**Gate families picked out**

Bar = 20 um.
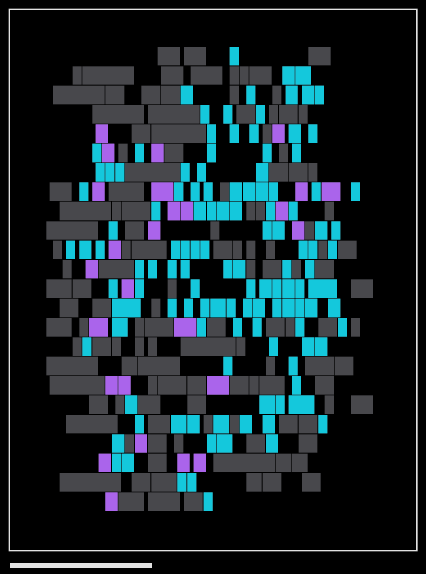
**Ports around the boundary**

Pins as bars across the die edge, other pins in grey.
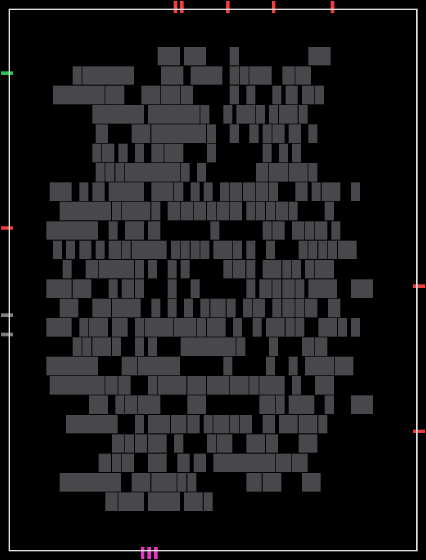
**Metal layers overlaid**

Two of the layers only.
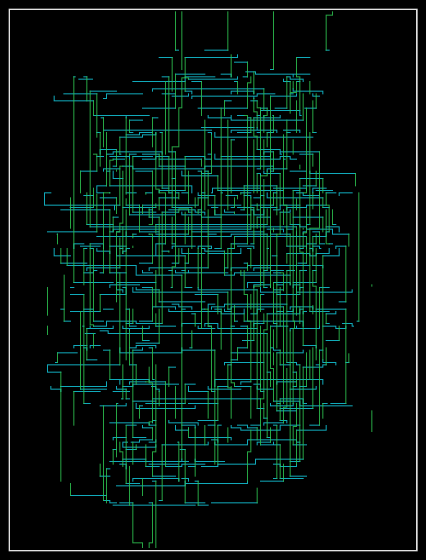
**The clock network**

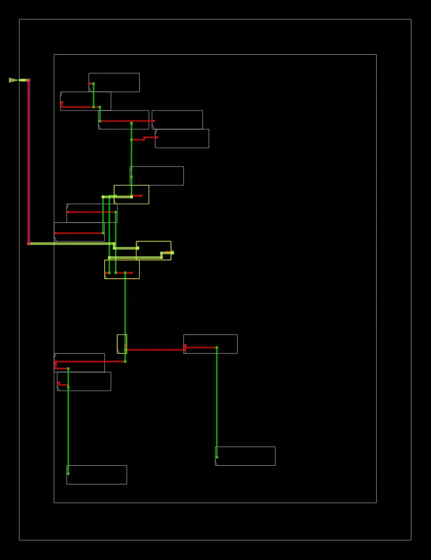
**Register map, names as in the netlist**

Bar = 20 um. Other sequential cells in the stronger grey, the rest of the logic in the fainter grey.
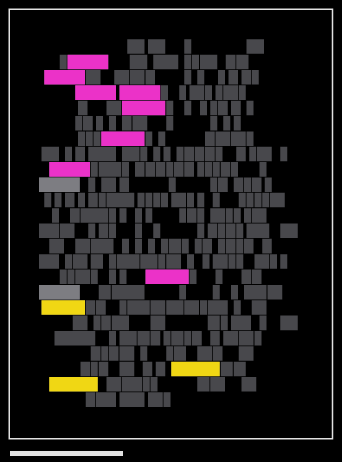
==> config.mk <==
export PLATFORM = sky130hd
export DESIGN_NAME = led_pattern_gen
export DESIGN_NICKNAME = d
export VERILOG_FILES = /design/src/rtl/led_pattern_pkg.sv /design/src/rtl/led_prescaler.sv /design/src/rtl/led_pattern_gen.sv
export SDC_FILE = /design/constraint.sdc
export NUM_CORES = 1
export LEC_CHECK = 0
export ABC_AREA = 1
export CAP_MARGIN = 20
export CORE_ASPECT_RATIO = 1.4
export CORE_MARGIN = 5
export CORE_UTILIZATION = 40
export CTS_CLUSTER_DIAMETER = 120
export DETAILED_ROUTE_END_ITERATION = 10
export SLEW_MARGIN = 20
export SYNTH_ARGS = -nofsm -noshare
export SYNTH_HDL_FRONTEND = slang
export SYNTH_SLANG_ARGS = --single-unit
export TNS_END_PERCENT = 1
==> constraint.sdc <==
create_clock -name clk -period 1.3 [get_ports clk]
set_input_delay 0.13 -clock clk [delete_from_list [all_inputs] [get_ports clk]]
set_output_delay 0.13 -clock clk [all_outputs]
set_load 0.01 [all_outputs]
==> GITHUB_STEP_SUMMARY <==
## PnR job results

| Metric | Value |
|---|---|
| Adder Share, Synth | `0.0101` |
| Remaining antenna violation count after routing | `0` |
| Status | `finished, violations left` |
| Worst-path maximum fanout | `11` |
| Post-Route WL | `~3800 um` |
| Layout Nets | `283` |
| Switching share of total power | `0.339` |
| Synth flops | `13` |
| Pwr Total | `between 1 and 1.5 mW` |
| Largest net degree at the start of global routing | `12` |
| RSZ-0062 raised after global routing | `yes` |
| Final TNS setup | `-580 ps` |
| Syn avg cell area | `5.51 sq um` |
| GR Overflow Total | `0` |
| Power per cell area | `736 mW/mm^2` |
| Met2 wire len | `1860 um` |
| Top logic family | `simple AND/OR/NAND/NOR gates` |
| Asr flop ratio synth | `0` |
| Layer with the highest usage | `met2` |
| Post-Synth XOR/XNOR Area | `0.0273` |
| Number of non-clock buffers | `51` |
| Critical path arrival | `approximately 1500 ps` |
| Syn. warnings | `0` |
| Signal inverters | `29` |
| WP data required | `1430 ps` |
| Setup crit start kind | `register` |
| Switch Pwr | `between 0.4 and 0.5 mW` |
| Cell with the most instances after synthesis | `nand2_1` |
| Flops | `13` |
| Multi-input gates | `178` |
| Clock power frac | `0.279` |
| M1 wire length | `1680 um` |
| Tapcell Cnt | `39` |
| Syn nets | `232` |
| Layout Area Growth over Synthesis | `42.7%` |
| Core area | `just over 0.003 sq mm` |
| Post-synth top area cell | `nand2_1` |
| Failing checks | `negative setup slack` |
| Synth Area in Simple Gates | `0.508` |
| Via-to-Cell Ratio | `4.96` |
| Initial antenna violation count | `0` |
| Non-clock buffer share | `0.240` |
| Setup violators final | `9` |
| IO Pins | `14` |
| Clock buf count | `4` |
| Post-synth area hogs | `nand2_1 25%, dfxtp_1 21%, nand3_1 13%` |
| Log Warnings | `28` |
| Comb power frac | `0.364` |
| Logic area | `860 sq um` |
| Initial detailed-routing violation count | `61` |
| Max Slew Vio Count | `0` |
| Highest routed layer | `met4` |
| Internal power | `between 0.8 and 0.9 mW` |
| Synth mux share | `0` |
| H-tree levels | `1` |
| Final HPWL DP | `about 3100 um` |
| Filler Cell Count | `327` |
| First-pass GRT wire length | `6400 um` |
| Met3 Usage GRT | `0.0237` |
| Std-Cell Rows | `24` |
| # DRC | `0` |
| Vias in the first global route | `1,457` |
| Final Core Density | `0.577` |
| Max-area cell share | `0.252` |
| Yosys chip area | `between 0.001 and 0.0015 sq mm` |
| Fmax | `0.723 GHz` |
| Post-Syn Instances | `225` |
| R2R depth | `8` |
| Placed cell count | `308` |
| Worst slew margin | `0.802` |
| Worst setup EP type | `register` |
| Ao+oa area frac | `0.115` |
| Met2 Use GR | `0.349` |
| Yosys Instances | `225` |
| Worst hold slack | `290 ps` |
| EDFF count, synth | `0` |
| Layout cells sized above 1 | `0.255` |
| Fin crit share | `1.06` |
| Max cap viols | `0` |
| Ant. Diodes | `0` |
| CTS Buffer Depth | `2` |
| Synth top cells by count | `83 x nand2_1, 32 x nand3_1, 26 x inv_1` |
| Clock-cell share of area | `0.0255` |
| FP Util | `0.404` |
| CTS root buffer | `clkbuf_8` |
| Worst hold-check path type | `primary input to register` |
| Worst-margin pin slew | `294 ps` |
| Main flop type | `dfxtp_1` |
| Peak supply drop | `0.888 mV` |
| Met1 global-route usage | `0.224` |
| Final worst slack | `-82.7 ps` |
| Dpl ws | `-343 ps` |
| Drt pass-1 iters | `4` |
| Post-CTS Hold Fix Bufs | `0` |
| Area after DPL | `around 0.0017 sq mm` |
Back to the opening pictures, 'gate families picked out':
inverting AOI/OAI gates: drawn in purple, cells 26, most used a21oi_1. NAND gates: drawn in cyan, cells 122, most used nand2_1.
Finished Layout Cells: 314
most numerous logic cell after layout: nand2_1
Comb/total area: 0.486

Back to the opening pictures, 'ports around the boundary':
clk: drawn in green, pins 1, direction input, edge west. led: drawn in red, pins 8, direction output, edge 5 north, 2 east, 1 west. switch: drawn in magenta, pins 3, direction input, edge south.
All pins by edge: 5 north, 4 west, 3 south, 2 east.
port buffer count: 13
die y size: 75.8 um
die x size: 57.0 um

Back to the opening pictures, 'metal layers overlaid':
met2: drawn in green, wire length 1,860 um. met1: drawn in cyan, wire length 1,680 um.
Wirelength per Cell: 12.1 um
global-route usage over all layers: 0.187
Vias: 1,557

Back to the opening pictures, 'the clock network':
CTS Sinks: 13
insertion delay to the later sink of the worst-skew pair: 240 ps
number of buffers added by the clock tree synthesis step: 3
Final Skew: 6.36 ps

Back to the opening pictures, 'register map, names as in the netlist':
led: drawn in magenta, placed flops 8. mode_q: drawn in yellow, placed flops 3.
flop share of the area: 0.154
Reg area: 273 sq um

layout by cell type, fill, tap and decap left out, types with 5 or more instances in the layout:
cell           synthesis  routed
dfxtp_1               13       7
buf_4                  1      36
nand2_2                5       5
nand2_1               83      81
o21ai_0                9       8
dlygate4sd2_1          0       8
a21oi_1               13      12
inv_1                 26      23
nand3_1               32      31
nor2_1                23      20
power groups by stage:
stage	clock network, mW	registers, mW	logic, mW
2_1_floorplan	0	0.471	0.241
3_3_place_gp	0	0.471	0.457
3_5_place_dp	0	0.471	0.456
4_1_cts	0.372	0.463	0.450
5_1_grt	0.399	0.467	0.526
6_report	0.363	0.464	0.473
critical path, stage by stage, from the launching register on:
cell	delay (ps)
dfxtp_2	330
buf_12	140
xor2_2	180
nor2_4	200
nand2_2	90
nand2_4	130
nand2_1	80
nand2_1	80
a21oi_2	40
Power is estimated from default activity; no workload was simulated.
